### src/rtl/voice_cmd_matcher_pkg.sv
// voice_pkg: shared types and helpers for the voice command matcher.
//   cmd_e       - game direction encoding (result values of the matcher)
//   state_e     - matcher FSM states
//   popcount()  - set-bit count of a word, zero-extended to POP_MAX_W bits
package voice_pkg;

    typedef enum logic [1:0] {
        UP    = 2'd0,
        LEFT  = 2'd1,
        RIGHT = 2'd2,
        DOWN  = 2'd3
    } cmd_e;

    localparam int NUM_DIRS    = 4;
    localparam int SAMPLE_FREQ = 10000;

    typedef enum logic [2:0] {
        ST_IDLE,
        ST_RECORD,
        ST_COMPARE,
        ST_DRAIN,
        ST_DECIDE
    } state_e;

    // Widest RAM word the popcount helper supports; callers zero-extend.
    localparam int POP_MAX_W = 64;

    function automatic int unsigned popcount(input logic [POP_MAX_W-1:0] v);
        int unsigned n;
        n = 0;
        for (int i = 0; i < POP_MAX_W; i++) begin
            n += {31'b0, v[i]};
        end
        return n;
    endfunction

endpackage

### src/rtl/voice_cmd_matcher_if.sv
// voice_cmd_matcher_if: bundles the sampler stream, the shared RAM port and
// the result bus of the matcher.
//   master - the matcher: consumes samples/RAM read data, drives RAM
//            write/address and the result signals.
//   slave  - the environment (sampler, RAMs, game logic).
interface voice_cmd_matcher_if #(
    parameter int NUM_CMDS = 4,
    parameter int WORD_W   = 32,
    parameter int ADDR_W   = 12,
    parameter int CHUNKS   = 2830
) ();
    localparam int CMD_W = $clog2(NUM_CMDS);
    localparam int CNT_W = $clog2(CHUNKS + 1);

    logic                       start;
    logic                       compare_en;
    logic                       sample_valid;
    logic [WORD_W-1:0]          sample_data;
    logic                       ram_wr;
    logic [WORD_W-1:0]          ram_wdata;
    logic [ADDR_W-1:0]          ram_addr;
    logic [WORD_W-1:0]          cap_rdata;
    logic [NUM_CMDS*WORD_W-1:0] tmpl_rdata;
    logic                       busy;
    logic                       result_valid;
    logic [CMD_W-1:0]           result;
    logic                       result_hit;
    logic [CNT_W-1:0]           result_score;

    modport master (
        input  start, compare_en, sample_valid, sample_data, cap_rdata, tmpl_rdata,
        output ram_wr, ram_wdata, ram_addr, busy,
               result_valid, result, result_hit, result_score
    );

    modport slave (
        output start, compare_en, sample_valid, sample_data, cap_rdata, tmpl_rdata,
        input  ram_wr, ram_wdata, ram_addr, busy,
               result_valid, result, result_hit, result_score
    );
endinterface

### src/rtl/voice_cmd_matcher_argmax.sv
// cmd_argmax: combinational maximum over a flat array of unsigned scores.
//   scores     in   NUM_CMDS*CNT_W  score of cmd i at [i*CNT_W +: CNT_W]
//   max_score  out  CNT_W           largest score
//   max_idx    out  CMD_W           lowest index holding the largest score
//   unique_max out  1               exactly one command holds the largest score
// The tie rule lives here: a shared maximum clears unique_max.
module cmd_argmax #(
    parameter int NUM_CMDS = 4,
    parameter int CNT_W    = 4,
    localparam int CMD_W   = $clog2(NUM_CMDS)
) (
    input  logic [NUM_CMDS*CNT_W-1:0] scores,
    output logic [CNT_W-1:0]          max_score,
    output logic [CMD_W-1:0]          max_idx,
    output logic                      unique_max
);
    int n_max;

    always_comb begin
        max_score = scores[0 +: CNT_W];
        max_idx   = '0;
        for (int i = 1; i < NUM_CMDS; i++) begin
            if (scores[i*CNT_W +: CNT_W] > max_score) begin
                max_score = scores[i*CNT_W +: CNT_W];
                max_idx   = CMD_W'(i);
            end
        end
        n_max = 0;
        for (int i = 0; i < NUM_CMDS; i++) begin
            if (scores[i*CNT_W +: CNT_W] == max_score) begin
                n_max++;
            end
        end
        unique_max = (n_max == 1);
    end
endmodule

### src/rtl/voice_cmd_matcher.sv
// voice_cmd_matcher: records CHUNKS sampler words into the capture RAM, then
// optionally streams capture and all template RAMs in lockstep, scoring one
// point per word whose Hamming distance to a template is <= TOL, and reports
// the unique best command (or DEFAULT_CMD on a tie / score below MIN_SCORE).
//   clk, rst  - clock, asynchronous active-high reset
//   bus       - voice_cmd_matcher_if.master: start/compare_en, sample stream,
//               capture write + shared RAM address, RAM read data, busy and
//               the result_valid/result/result_hit/result_score bus
module voice_cmd_matcher
    import voice_pkg::*;
#(
    parameter int          NUM_CMDS    = 4,
    parameter int          WORD_W      = 32,
    parameter int          CHUNKS      = 2830,
    parameter int          ADDR_W      = 12,
    parameter int unsigned TOL         = 0,
    parameter int unsigned MIN_SCORE   = 0,
    parameter int          DEFAULT_CMD = int'(LEFT)
) (
    input logic clk,
    input logic rst,
    voice_cmd_matcher_if.master bus
);
    localparam int CMD_W = $clog2(NUM_CMDS);
    localparam int CNT_W = $clog2(CHUNKS + 1);

    state_e                   state_reg;
    logic [ADDR_W-1:0]        cnt_reg;
    logic                     valid_d_reg;
    logic [CNT_W-1:0]         score_reg [NUM_CMDS];
    logic                     result_valid_reg;
    logic [CMD_W-1:0]         result_reg;
    logic                     result_hit_reg;
    logic [CNT_W-1:0]         result_score_reg;

    logic [NUM_CMDS-1:0]       match;
    logic [NUM_CMDS*CNT_W-1:0] score_flat;
    logic [CNT_W-1:0]          max_score;
    logic [CMD_W-1:0]          max_idx;
    logic                      unique_max;
    logic                      last_word;

    // Per-template word comparison on the read data currently presented.
    for (genvar gi = 0; gi < NUM_CMDS; gi++) begin : g_cmd
        assign match[gi] = popcount(POP_MAX_W'(bus.cap_rdata ^
                               bus.tmpl_rdata[gi*WORD_W +: WORD_W])) <= TOL;
        assign score_flat[gi*CNT_W +: CNT_W] = score_reg[gi];
    end

    cmd_argmax #(
        .NUM_CMDS (NUM_CMDS),
        .CNT_W    (CNT_W)
    ) u_argmax (
        .scores     (score_flat),
        .max_score  (max_score),
        .max_idx    (max_idx),
        .unique_max (unique_max)
    );

    assign last_word = (cnt_reg == ADDR_W'(CHUNKS - 1));

    always_ff @(posedge clk or posedge rst) begin
        if (rst) begin
            state_reg        <= ST_IDLE;
            cnt_reg          <= '0;
            valid_d_reg      <= 1'b0;
            for (int i = 0; i < NUM_CMDS; i++) score_reg[i] <= '0;
            result_valid_reg <= 1'b0;
            result_reg       <= CMD_W'(DEFAULT_CMD);
            result_hit_reg   <= 1'b0;
            result_score_reg <= '0;
        end else begin
            result_valid_reg <= 1'b0;
            // RAM read data for the address issued last cycle arrives now.
            valid_d_reg <= (state_reg == ST_COMPARE);
            if (valid_d_reg) begin
                for (int i = 0; i < NUM_CMDS; i++) begin
                    if (match[i]) score_reg[i] <= score_reg[i] + 1'b1;
                end
            end

            case (state_reg)
                ST_IDLE: begin
                    if (bus.start) begin
                        cnt_reg <= '0;
                        for (int i = 0; i < NUM_CMDS; i++) score_reg[i] <= '0;
                        state_reg <= ST_RECORD;
                    end
                end
                ST_RECORD: begin
                    if (bus.sample_valid) begin
                        if (last_word) begin
                            cnt_reg   <= '0;
                            state_reg <= bus.compare_en ? ST_COMPARE : ST_IDLE;
                        end else begin
                            cnt_reg <= cnt_reg + 1'b1;
                        end
                    end
                end
                ST_COMPARE: begin
                    if (last_word) begin
                        cnt_reg   <= '0;
                        state_reg <= ST_DRAIN;
                    end else begin
                        cnt_reg <= cnt_reg + 1'b1;
                    end
                end
                ST_DRAIN: begin
                    state_reg <= ST_DECIDE;
                end
                ST_DECIDE: begin
                    if (unique_max && (32'(max_score) >= MIN_SCORE)) begin
                        result_reg     <= max_idx;
                        result_hit_reg <= 1'b1;
                    end else begin
                        result_reg     <= CMD_W'(DEFAULT_CMD);
                        result_hit_reg <= 1'b0;
                    end
                    result_score_reg <= max_score;
                    result_valid_reg <= 1'b1;
                    state_reg        <= ST_IDLE;
                end
                default: state_reg <= ST_IDLE;
            endcase
        end
    end

    assign bus.ram_wr       = (state_reg == ST_RECORD) && bus.sample_valid;
    assign bus.ram_wdata    = bus.sample_data;
    assign bus.ram_addr     = cnt_reg;
    assign bus.busy         = (state_reg != ST_IDLE);
    assign bus.result_valid = result_valid_reg;
    assign bus.result       = result_reg;
    assign bus.result_hit   = result_hit_reg;
    assign bus.result_score = result_score_reg;
endmodule
### src/flat_wrapper.sv
// flat-port wrapper written by rule: the top's interface ports become plain ports
module voice_cmd_matcher_flat import voice_pkg::*;
#(
    parameter int          NUM_CMDS    = 4,
    parameter int          WORD_W      = 32,
    parameter int          CHUNKS      = 2830,
    parameter int          ADDR_W      = 12,
    parameter int unsigned TOL         = 0,
    parameter int unsigned MIN_SCORE   = 0,
    parameter int          DEFAULT_CMD = int'(LEFT)
)
  (clk, rst, bus_start, bus_compare_en, bus_sample_valid, bus_sample_data, bus_cap_rdata, bus_tmpl_rdata, bus_ram_wr, bus_ram_wdata, bus_ram_addr, bus_busy, bus_result_valid, bus_result, bus_result_hit, bus_result_score);
  voice_cmd_matcher_if #(.NUM_CMDS(NUM_CMDS), .WORD_W(WORD_W), .ADDR_W(ADDR_W), .CHUNKS(CHUNKS)) bus_i ();
  input logic clk;
  input logic rst;
  input wire logic [$bits(bus_i.start)-1:0] bus_start;
  input wire logic [$bits(bus_i.compare_en)-1:0] bus_compare_en;
  input wire logic [$bits(bus_i.sample_valid)-1:0] bus_sample_valid;
  input wire logic [$bits(bus_i.sample_data)-1:0] bus_sample_data;
  input wire logic [$bits(bus_i.cap_rdata)-1:0] bus_cap_rdata;
  input wire logic [$bits(bus_i.tmpl_rdata)-1:0] bus_tmpl_rdata;
  output wire logic [$bits(bus_i.ram_wr)-1:0] bus_ram_wr;
  output wire logic [$bits(bus_i.ram_wdata)-1:0] bus_ram_wdata;
  output wire logic [$bits(bus_i.ram_addr)-1:0] bus_ram_addr;
  output wire logic [$bits(bus_i.busy)-1:0] bus_busy;
  output wire logic [$bits(bus_i.result_valid)-1:0] bus_result_valid;
  output wire logic [$bits(bus_i.result)-1:0] bus_result;
  output wire logic [$bits(bus_i.result_hit)-1:0] bus_result_hit;
  output wire logic [$bits(bus_i.result_score)-1:0] bus_result_score;
  assign bus_i.start = bus_start;
  assign bus_i.compare_en = bus_compare_en;
  assign bus_i.sample_valid = bus_sample_valid;
  assign bus_i.sample_data = bus_sample_data;
  assign bus_i.cap_rdata = bus_cap_rdata;
  assign bus_i.tmpl_rdata = bus_tmpl_rdata;
  assign bus_ram_wr = bus_i.ram_wr;
  assign bus_ram_wdata = bus_i.ram_wdata;
  assign bus_ram_addr = bus_i.ram_addr;
  assign bus_busy = bus_i.busy;
  assign bus_result_valid = bus_i.result_valid;
  assign bus_result = bus_i.result;
  assign bus_result_hit = bus_i.result_hit;
  assign bus_result_score = bus_i.result_score;
  voice_cmd_matcher #(.NUM_CMDS(NUM_CMDS), .WORD_W(WORD_W), .CHUNKS(CHUNKS), .ADDR_W(ADDR_W), .TOL(TOL), .MIN_SCORE(MIN_SCORE), .DEFAULT_CMD(DEFAULT_CMD)) u_core (.clk(clk), .rst(rst), .bus(bus_i));
endmodule
### config.mk
export PLATFORM = sky130hd
export DESIGN_NAME = voice_cmd_matcher_flat
export DESIGN_NICKNAME = d
export VERILOG_FILES = /design/src/rtl/voice_cmd_matcher_pkg.sv /design/src/rtl/voice_cmd_matcher_if.sv /design/src/rtl/voice_cmd_matcher_argmax.sv /design/src/rtl/voice_cmd_matcher.sv /design/src/flat_wrapper.sv
export SDC_FILE = /design/constraint.sdc
export NUM_CORES = 1
export LEC_CHECK = 0
export ABC_CLOCK_PERIOD_IN_PS = 11490
export CORE_MARGIN = 1.5
export CORE_UTILIZATION = 45
export DETAILED_ROUTE_END_ITERATION = 6
export PLACE_DENSITY = 0.74
export RECOVER_POWER = 100
export SLEW_MARGIN = 20
export SYNTH_ARGS = -nofsm -noshare
export SYNTH_HDL_FRONTEND = slang
export SYNTH_SLANG_ARGS = --single-unit
### constraint.sdc
create_clock -name clk -period 11.49 [get_ports clk]
set_input_delay 2.298 -clock clk [delete_from_list [all_inputs] [get_ports clk]]
set_output_delay 2.298 -clock clk [all_outputs]
set_load 0.01 [all_outputs]
### Where the registers sit, run 1

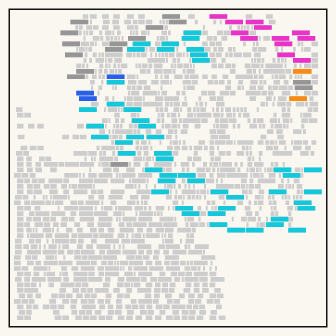
legend:
  cyan:
    name_in_the_netlist: `u_core.score_flat`
    flops: 48
  magenta:
    name_in_the_netlist: `u_core.bus.result_score`
    flops: 12
    where: upper right
  orange:
    name_in_the_netlist: `u_core.bus.result`
    flops: 2
  blue:
    name_in_the_netlist: `u_core.state_reg`
    flops: 3
Sequential Area: 2000 µm²
post-layout util: 0.549
flop share of the area: 0.156

### Wiring heat map, run 1

31 x 31 tiles, from black (low) to pale yellow (high), scaled to the fullest tile. Values are wire area over tile area, all layers added.
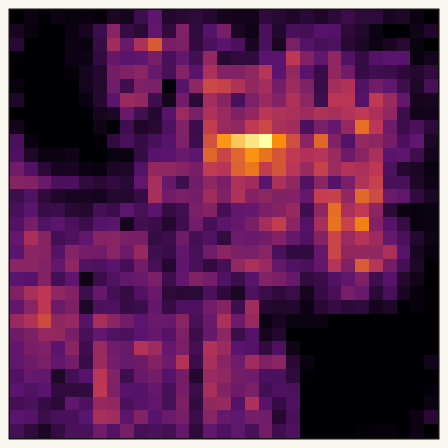
tiles over half the peak: 4.8%
mean over tiles: 0.18
nearly empty tiles: 14%
fullest tile: 0.82
emptiest ninth of the die: lower right
via count: 8233
total global-route track usage: 0.243

### Metal 3, run 1

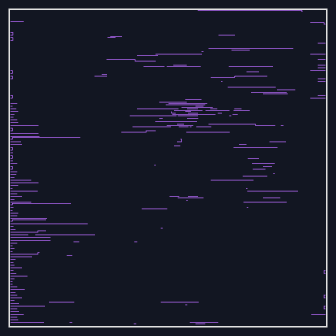
nets with wire on the layer: 164
share of all routed wire: 5.5%
longest straight run: 51.5 µm
main direction: horizontal
wire length on this layer: 1570 µm
drt total wl: 28500 µm
met3 Usage GRT: 0.0399

### Port wiring, run 1

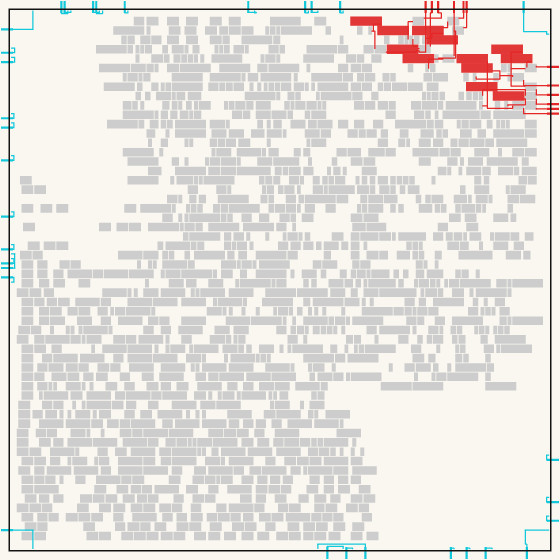
legend:
  cyan:
    port: `bus_sample_data`
    bits: 32
    direction: input
    edge: 12 left, 10 top, 7 bottom, 3 right
    end_cells: 0
    buffers: 0
    wire: 145 µm
  red:
    port: `bus_result_score`
    bits: 12
    direction: output
    edge: 6 top, 6 right
    end_cells: 12
    buffers: 12
    wire: 239 µm
# IOs: 259
tally of buffers added on design ports: 194

==> flow_summary.json, run 1 <==
{
  "status": "finished, violations left",
  "violations": "capacitance limit, slew limit",
  "p_leak_nw": 5.48,
  "start_kind": "flip-flop",
  "dp_hpwl_um": 24000,
  "rsz0062_at_grt": "false",
  "yosysSeqAreaShare": 0.188,
  "setup.worst_path.end": "u_core.bus.result[1]$_DFFE_PP0P_",
  "whs_endpoint": "u_core.bus.result_score[3]$_DFFE_PP0P_",
  "met2_usage": 0.438,
  "power_clock_uw": 320,
  "peakVddDrop_mv": 0.174,
  "clk_share": 0.0260,
  "cpMostUsedCell": "ha_1",
  "ys_types": 87,
  "hold_slack_ps": 468,
  "gr-usage-met1": 0.301,
  "largest_reg_flops": 48,
  "die_area_um2": 24600,
  "power_leader": "combinational cells",
  "largest_class": "multi-input combinational cells",
  "synth_area_um2": 10700,
  "gp_congestion": 0.910,
  "cp.arrival_ps": 10460,
  "switching_share": 0.476,
  "logic_area_um2": 7660,
  "drtIter0Drc": 381,
  "fin_ws_ps": 1290,
  "coreArea_um2": 23300,
  "worst_slew_pin_slew_ps": 4170,
  "period_minus_slack_ps": 10200,
  "fmax_ghz": 0.0981,
  "dr_wl_met3_um": 1570,
  "synth-main-ff-cell": "dfrtp_1",
  "clk_pin_slew_ps": 60,
  "power_frac_seq": 0.137,
  "holdBufCountCts": 0,
  "synth_chip_area_um2": 10700,
  "grt_pass1_vias": 8699,
  "antenna_found_initial": 0,
  "timing.setup.tns_ps": 0,
  "power_density_nw_per_um2": 238,
  "relSlewSlack": -1.78,
  "maxCapViolations": 1,
  "r2r_end": "u_core.bus.result[1]$_DFFE_PP0P_",
  "nFillCells": 2112,
  "overflow": 0,
  "setup_viol": 0,
  "finClkSkew_ps": 9.90,
  "nNetsFinal": 1633,
  "grt_max_degree": 81,
  "r2r-start": "u_core.score_flat[9]$_DFF_PP0_",
  "cp_max_fo": 18,
  "final_cell_mix": "xnor2_1, clkdlybuf4s50_1, inv_1",
  "cts_buffer_depth": 2,
  "die_height_um": 157,
  "ys_async_sr_fraction": 1.00,
  "clkLatencyLatePin_ps": 350,
  "syn_to_final_growth_pct": 20.2,
  "cts_resized": 0,
  "nNonClkBuffers": 197,
  "slew_violations": 81,
  "sequentialPower_uw": 418,
  "reg2reg_depth": 35,
  "numSynthFlops": 80,
  "dr_wl_met2_um": 14600,
  "max_stage_delay_ps": 870,
  "drive_gt1_frac": 0.0473,
  "fp-utilization": 0.457,
  "routedWlPerCell_um": 18.0,
  "yosysCellCount": 1151,
  "numClockSinks": 80,
  "combPwrFrac": 0.758,
  "hold_violations": 0,
  "syn_nets": 1520,
  "inv_count": 119,
  "top_layer": "met4",
  "hp-class": "reg2reg",
  "avgSynthCellArea_um2": 9.26,
  "synth_cells": 1151,
  "cts_root_buffer": "clkbuf_16",
  "via_per_inst": 5.18,
  "required_ps": 11760,
  "drtPass1Iterations": 5,
  "grt_pass1_wl_um": 45700,
  "startpoint": "u_core.score_flat[9]$_DFF_PP0_",
  "edf_count": 0,
  "n_clock_buffer": 12,
  "reg2reg_setup_slack_ps": 1290,
  "whs_path_depth": 2,
  "hp-start": "u_core.bus.result_score[3]$_DFFE_PP0P_",
  "comb_share": 0.597,
  "openroad.warnings": 28,
  "layout.nonclk_buf_frac": 0.154,
  "cts_setup_buffers": 0
}
[run 1: cells by family (layout without fill, tap and decap cells)]
logic type,count (synthesis),count (layout),synth area share
AND-OR/OR-AND,157,157,0.103
XOR/XNOR,219,219,0.180
adder cells (fa/ha/maj),172,172,0.269
buffers and inverters,214,332,0.0931
flip-flops,80,80,0.188
multiplexers,28,28,0.0305
AND/OR/NAND/NOR,281,281,0.136
[run 1: metrics by stage]
step                area, µm²  power, mW  cells   util
floorplan               10700       2.17   1151      -
global placement        12500       2.65   1571  0.535
detailed placement      12500       2.73   1571  0.535
CTS                     12800       3.07   1587  0.549
global route            12800       3.45   1588  0.549
finish                  12800       3.05   1588  0.549
[run 1: cells in the mapped netlist (all sizes together), types with 3 or more instances]
cell type	number	area, µm²
xnor2	174	1520
inv	118	443
fa	96	1920
dfrtp	79	1980
nor2	78	295
ha	76	951
nand2	55	221
clkbuf	52	206
o21ai	50	250
xor2	45	394
a21oi	44	243
buf	42	328
nand3	26	135
nor3	26	140
nand4	23	156
mux2i	20	220
or3	17	111
nor4	14	87.6
and3	11	68.8
a21o	8	60.1
a31oi	7	73.8
mux2	7	82.6
nor2b	7	43.8
o21a	6	45.0
a211oi	5	55.1
a2111oi	4	60.1
o2111ai	4	35.0
o21bai	4	33.8
or2	4	27.5
a211o	3	27.5
and4	3	26.3
nand2b	3	18.8
nor3b	3	27.5
o211a	3	30.0
o22ai	3	18.8
[run 1: critical path: cells and delay by family, from the launching register on]
family	cells	cell delay (ps)
XOR/XNOR	2	340
multiplexers	2	1230
AND-OR/OR-AND	14	3730
flip-flops	1	530
AND/OR/NAND/NOR	9	1940
adder cells (fa/ha/maj)	5	1570
buffers and inverters	3	770
### Placed standard cells, run 1

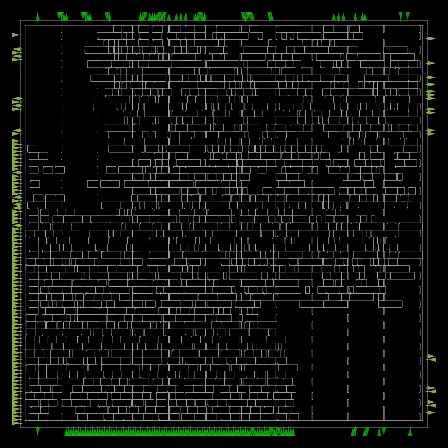

==> run 1 -> run 2 <==
--- a/config.mk
+++ b/config.mk
@@ -7,9 +7,9 @@
 export LEC_CHECK = 0
 export ABC_CLOCK_PERIOD_IN_PS = 11490
 export CORE_MARGIN = 1.5
-export CORE_UTILIZATION = 45
+export CORE_UTILIZATION = 46
 export DETAILED_ROUTE_END_ITERATION = 6
-export PLACE_DENSITY = 0.74
+export PLACE_DENSITY = 0.75
 export RECOVER_POWER = 100
 export SLEW_MARGIN = 20
 export SYNTH_ARGS = -nofsm -noshare
### Placed standard cells, run 2

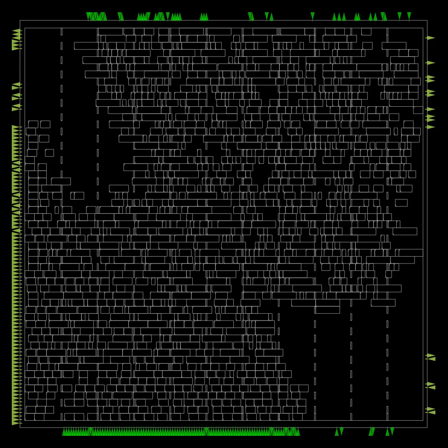
# rows: 55
n_taps: 285
flop share of the area: 0.157
post-layout util: 0.562
Filler Cell Count: 2045

==> flow_summary.json, run 2 <==
{
  "gr-usage-met1": 0.311,
  "top_area_frac": 0.185,
  "final_cell_mix": "xnor2_1, clkdlybuf4s50_1, inv_1",
  "xor_area_frac": 0.180,
  "cp_max_fo": 18,
  "required_ps": 11760,
  "grt_max_degree": 81,
  "hold_violations": 0,
  "top_layer": "met4",
  "yosysTopAreaCell": "dfrtp_1",
  "cts_root_buffer": "clkbuf_16",
  "edf_count": 0,
  "die_area_um2": 24100,
  "crit_buf_inv": 4,
  "cts_resized": 0,
  "seq_area_um2": 2000,
  "relSlewSlack": -1.89,
  "routedWlPerCell_um": 18.6,
  "comb_cells": 857,
  "setup.worst_path.end": "u_core.bus.result[1]$_DFFE_PP0P_",
  "ys_top_cells_by_count": "xnor2_1, inv_1, fa_1",
  "dr_wl_met2_um": 14900,
  "p_sw_mw": 1.44,
  "comb_share": 0.600,
  "fin_crit_sh": 0.882,
  "nNonClkBuffers": 197,
  "openroad.warnings": 28,
  "fp-utilization": 0.469,
  "clkLatencyLatePin_ps": 360,
  "top_cells_by_area": "dfrtp_1, fa_1, xnor2_1",
  "dr_wl_met3_um": 1490,
  "start_kind": "flip-flop",
  "cp.arrival_ps": 10410,
  "period_minus_slack_ps": 10140,
  "cts_setup_buffers": 0,
  "yosysWarnings": 0,
  "nNetsFinal": 1633,
  "hold_slack_ps": 470,
  "syn_to_final_growth_pct": 19.6,
  "power_frac_seq": 0.138,
  "p_leak_nw": 5.47,
  "combPwrFrac": 0.758,
  "gp_congestion": 0.931,
  "num_antenna_cells": 0,
  "pre_cts_ws_ps": 1880,
  "inv_count": 119,
  "power_density_nw_per_um2": 237,
  "crit_family": "AND-OR/OR-AND gates",
  "via_per_inst": 5.38,
  "antenna_found_initial": 0,
  "fin_ws_ps": 1350,
  "hp-class": "reg2reg",
  "yosysCellCount": 1151,
  "avgSynthCellArea_um2": 9.26,
  "slowest_stage": "o31ai_4",
  "die_height_um": 155,
  "yosysSeqAreaShare": 0.188,
  "p_clk_frac": 0.103,
  "ys_async_sr_fraction": 1.00,
  "maxCapViolations": 1,
  "violations": "capacitance limit, slew limit",
  "largest_reg_flops": 48,
  "pin_count": 259,
  "yosysMostFrequentCell": "xnor2_1",
  "peakVddDrop_mv": 0.160,
  "syn_nets": 1520,
  "worst_slew_pin_slew_ps": 4330,
  "drt_wl_total_um": 28900,
  "dp_hpwl_um": 24100,
  "fmax_ghz": 0.0987,
  "clk_share": 0.0251,
  "netlist_logic_family_top": "adder cells",
  "cts_tree": "done",
  "grtUsageTotal": 0.251,
  "flops": 80,
  "slew_violations": 81,
  "switching_share": 0.477,
  "drive_gt1_frac": 0.0489,
  "logic_area_um2": 7650,
  "grt_util_met3": 0.0451,
  "rsz0062_at_grt": "false",
  "synthSimpleGateAreaFrac": 0.136,
  "largest_class": "multi-input combinational cells",
  "grt_pass1_wl_um": 46800,
  "holdBufCountCts": 0,
  "cpMostUsedCell": "ha_1",
  "mux_share": 0.0305,
  "compound_area_frac": 0.103,
  "synth_cells": 1151,
  "vias": 8358,
  "setup_viol": 0,
  "reg2reg_setup_slack_ps": 1350,
  "timing.setup.tns_ps": 0,
  "finClkSkew_ps": 6.40,
  "max_stage_delay_ps": 940,
  "r2r-start": "u_core.score_flat[1]$_DFF_PP0_",
  "ys_sh_adder": 0.269,
  "layout.nonclk_buf_frac": 0.155,
  "ys_types": 87,
  "synth_area_um2": 10700,
  "status": "finished, violations left",
  "synth_chip_area_um2": 10700,
  "startpoint": "u_core.score_flat[1]$_DFF_PP0_",
  "port_buffers": 194,
  "r2r_end": "u_core.bus.result[1]$_DFFE_PP0P_",
  "synth-main-ff-cell": "dfrtp_1",
  "drtPass1Iterations": 5,
  "numClockSinks": 80,
  "cts_buffer_depth": 2,
  "met2_usage": 0.453,
  "drtIter0Drc": 488,
  "n_clock_buffer": 9,
  "reg2reg_depth": 37,
  "critical_path_depth": 37,
  "overflow": 0,
  "numSynthFlops": 80,
  "clk_pin_slew_ps": 60,
  "grt_pass1_vias": 8888,
  "coreArea_um2": 22700,
  "p_total_mw": 3.03
}
### Port wiring, run 2

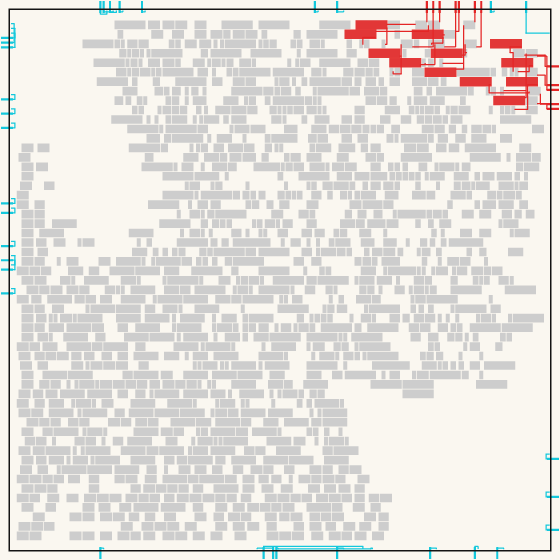

-- run 2: cell counts after synthesis --
Identical to the previous run, type by type.
-- run 2: power groups by stage --
stage | combinational, mW | clock, mW | sequential, mW
6_report | 2.30 | 0.313 | 0.419
3_3_place_gp | 2.22 | 0 | 0.422
4_1_cts | 2.34 | 0.316 | 0.417
3_5_place_dp | 2.31 | 0 | 0.423
5_1_grt | 2.73 | 0.327 | 0.425
2_1_floorplan | 1.80 | 0 | 0.369
-- run 2: worst min path at each step --
stage,slack [ps],endpoint,startpoint,cells after the start
after floorplan,520,u_core.bus.result_score[0]$_DFFE_PP0P_,u_core.bus.result_score[0]$_DFFE_PP0P_,2
after global placement,460,u_core.bus.result_score[4]$_DFFE_PP0P_,u_core.bus.result_score[4]$_DFFE_PP0P_,2
after detailed placement,470,u_core.bus.result_score[4]$_DFFE_PP0P_,u_core.bus.result_score[4]$_DFFE_PP0P_,2
after CTS,480,u_core.bus.result_score[4]$_DFFE_PP0P_,u_core.bus.result_score[4]$_DFFE_PP0P_,2
after global routing,520,u_core.bus.result_score[3]$_DFFE_PP0P_,u_core.bus.result_score[3]$_DFFE_PP0P_,2
final,470,u_core.bus.result_score[4]$_DFFE_PP0P_,u_core.bus.result_score[4]$_DFFE_PP0P_,2
-- run 2: per-stage QoR --
stage / utilization / std cells / cell area, µm²
2_1_floorplan: - / 1151 / 10700
3_3_place_gp: 0.548 / 1537 / 12400
3_5_place_dp: 0.548 / 1537 / 12400
5_1_grt: 0.562 / 1554 / 12800
6_report: 0.562 / 1554 / 12800
4_1_cts: 0.562 / 1553 / 12800
-- run 2: worst min-delay path: cells and delay by family, from the launching register on --
kind,cells,cell delay [ps]
AND/OR/NAND/NOR,1,40
flip-flops,1,330
AND-OR/OR-AND,1,60
==> run 2 -> run 3 <==
--- a/config.mk
+++ b/config.mk
@@ -7,11 +7,12 @@
 export LEC_CHECK = 0
 export ABC_CLOCK_PERIOD_IN_PS = 11490
 export CORE_MARGIN = 1.5
-export CORE_UTILIZATION = 46
+export CORE_UTILIZATION = 52
 export DETAILED_ROUTE_END_ITERATION = 6
-export PLACE_DENSITY = 0.75
+export PLACE_DENSITY = 0.83
 export RECOVER_POWER = 100
 export SLEW_MARGIN = 20
 export SYNTH_ARGS = -nofsm -noshare
 export SYNTH_HDL_FRONTEND = slang
 export SYNTH_SLANG_ARGS = --single-unit
+export TNS_END_PERCENT = 30
### Placed standard cells, run 3

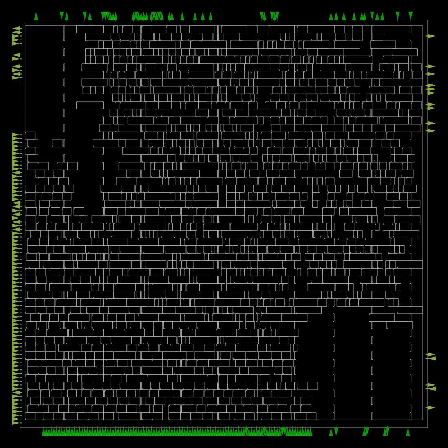
Core Box Area: 20200 µm²
post-layout util: 0.630
flop share of the area: 0.158

==> flow_summary.json, run 3 <==
{
  "grt_pass1_vias": 8817,
  "grt-busiest-layer": "met2",
  "drc": 0,
  "wl_met1_um": 11800,
  "cts_setup_buffers": 0,
  "gr-usage-met1": 0.352,
  "rsz0062_at_grt": "false",
  "port_buffers": 194,
  "period_minus_slack_ps": 10250,
  "cp_max_fo": 18,
  "avgSynthCellArea_um2": 9.26,
  "required_ps": 11750,
  "cp-end-kind": "flip-flop",
  "htree_levels": 3,
  "cpMostUsedCell": "ha_1",
  "setup_viol": 0,
  "numClockSinks": 80,
  "fin_ws_ps": 1240,
  "overflow": 0,
  "relSlewSlack": -1.83,
  "drtPass1Iterations": 6,
  "die_height_um": 146,
  "fp-utilization": 0.529,
  "violations": "capacitance limit, slew limit",
  "cts_buffers": 9,
  "cts_buffer_depth": 2,
  "dr_wl_met3_um": 1560,
  "grt_max_degree": 81,
  "yosysMostFrequentCell": "xnor2_1",
  "placed_area_um2": 12400,
  "critical_path_class": "reg2reg",
  "pre_cts_ws_ps": 1840,
  "crit_family": "AND-OR/OR-AND gates",
  "cp.arrival_ps": 10520,
  "ys_top_cells_by_count": "xnor2_1, inv_1, fa_1",
  "synth-main-ff-cell": "dfrtp_1",
  "holdBufCountCts": 0,
  "start_kind": "flip-flop",
  "clkLatencyLatePin_ps": 350,
  "slowest_stage": "o31ai_4",
  "top_cells_by_area": "dfrtp_1, fa_1, xnor2_1",
  "dp.cells": 1522,
  "die_w_um": 146,
  "cts_root_buffer": "clkbuf_16",
  "synth_chip_area_um2": 10700,
  "die_area_um2": 21400,
  "top_layer": "met4",
  "hold_slack_ps": 470,
  "grt_util_met3": 0.0363,
  "drt_wl_total_um": 29400,
  "dp_hpwl_um": 24200,
  "largest_reg_flops": 48,
  "antenna_found_initial": 0,
  "crit_buf_inv": 4,
  "cts_tree": "done",
  "numSynthFlops": 80,
  "fin_crit_sh": 0.892,
  "num_antenna_cells": 0,
  "gp_congestion": 0.976,
  "p_total_mw": 3.05,
  "drtIter0Drc": 597,
  "slew_violations": 81,
  "drive_gt1_frac": 0.0489,
  "worst_slew_pin_slew_ps": 4250,
  "layout_top_cell": "xnor2_1",
  "pin_count": 259,
  "openroad.warnings": 28,
  "clk_pin_slew_ps": 60,
  "ys_types": 87,
  "num_rows": 52,
  "grtUsageTotal": 0.284,
  "timing.setup.tns_ps": 0,
  "yosysWarnings": 0,
  "syn_nets": 1520,
  "ys_async_sr_fraction": 1.00,
  "synth_cells": 1151,
  "final_area_um2": 12700,
  "routedWlPerCell_um": 19.1,
  "synth_area_um2": 10700,
  "final_cells": 1539,
  "ant_nets": 0,
  "top_area_frac": 0.185,
  "cts_resized": 0,
  "status": "finished, violations left",
  "edf_count": 0,
  "finClkSkew_ps": 7.93,
  "dr_wl_met2_um": 15100,
  "hold_violations": 0,
  "yosysSeqAreaShare": 0.188,
  "final_cell_mix": "xnor2_1, clkdlybuf4s50_1, inv_1",
  "fmax_ghz": 0.0975,
  "syn_to_final_growth_pct": 19.1,
  "met2_usage": 0.505,
  "via_per_inst": 5.56,
  "vias": 8551,
  "maxCapViolations": 1,
  "max_stage_delay_ps": 870,
  "hp-class": "reg2reg",
  "power_density_nw_per_um2": 240,
  "grt_pass1_wl_um": 47100,
  "yosysTopAreaCell": "dfrtp_1",
  "peakVddDrop_mv": 0.192,
  "nNetsFinal": 1633,
  "p_leak_nw": 5.44,
  "yosysCellCount": 1151
}
### Where the registers sit, run 3

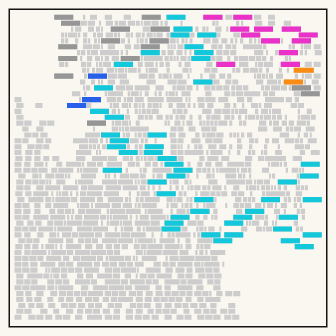
legend:
  orange:
    name_in_the_netlist: `u_core.bus.result`
    flops: 2
  blue:
    name_in_the_netlist: `u_core.state_reg`
    flops: 3
  magenta:
    name_in_the_netlist: `u_core.bus.result_score`
    flops: 12
    where: upper right
  cyan:
    name_in_the_netlist: `u_core.score_flat`
    flops: 48
Seq. pwr: 417 µW

## run 3: cell counts after synthesis
No cell type changed its count.
## run 3: area by class of cell
class / count / area, µm²
clock buffer: 10 / 229
timing repair buffer: 197 / 1970
sequential: 80 / 2000
multi-input combinational: 857 / 7660
clock inverter: 6 / 45.0
fill: 1677 / 7470
inverter: 119 / 449
tap: 270 / 338
## run 3: cell families (layout without fill, tap and decap cells)
group | count (synthesis) | in the layout | synth area share
AND-OR/OR-AND | 157 | 157 | 0.103
buffers and inverters | 214 | 332 | 0.0931
multiplexers | 28 | 28 | 0.0305
adder cells (fa/ha/maj) | 172 | 172 | 0.269
AND/OR/NAND/NOR | 281 | 281 | 0.136
XOR/XNOR | 219 | 219 | 0.180
flip-flops | 80 | 80 | 0.188
## run 3: power breakdown
part	switching [mW]	total, mW	internal (mW)
clock network	0.122	0.269	0.147
registers	0.0972	0.417	0.320
logic	1.28	2.37	1.09
## run 3: worst paths after layout
kind / from / endpoint / slack [ps] / depth (start not counted)
max: u_core.score_flat[9]$_DFF_PP0_ / u_core.bus.result[1]$_DFFE_PP0P_ / 1240 / 36
min: u_core.bus.result_score[8]$_DFFE_PP0P_ / u_core.bus.result_score[8]$_DFFE_PP0P_ / 470 / 2
max reg2reg: u_core.score_flat[9]$_DFF_PP0_ / u_core.bus.result[1]$_DFFE_PP0P_ / 1240 / 36
min reg2reg: u_core.bus.result_score[8]$_DFFE_PP0P_ / u_core.bus.result_score[8]$_DFFE_PP0P_ / 470 / 2
max in group asynchronous: rst / u_core.score_flat[37]$_DFF_PP0_ / 5000 / 3
min in group asynchronous: rst / u_core.score_flat[10]$_DFF_PP0_ / 4090 / 3
Power figures rest on the tool's default switching activity, not on a simulated workload.
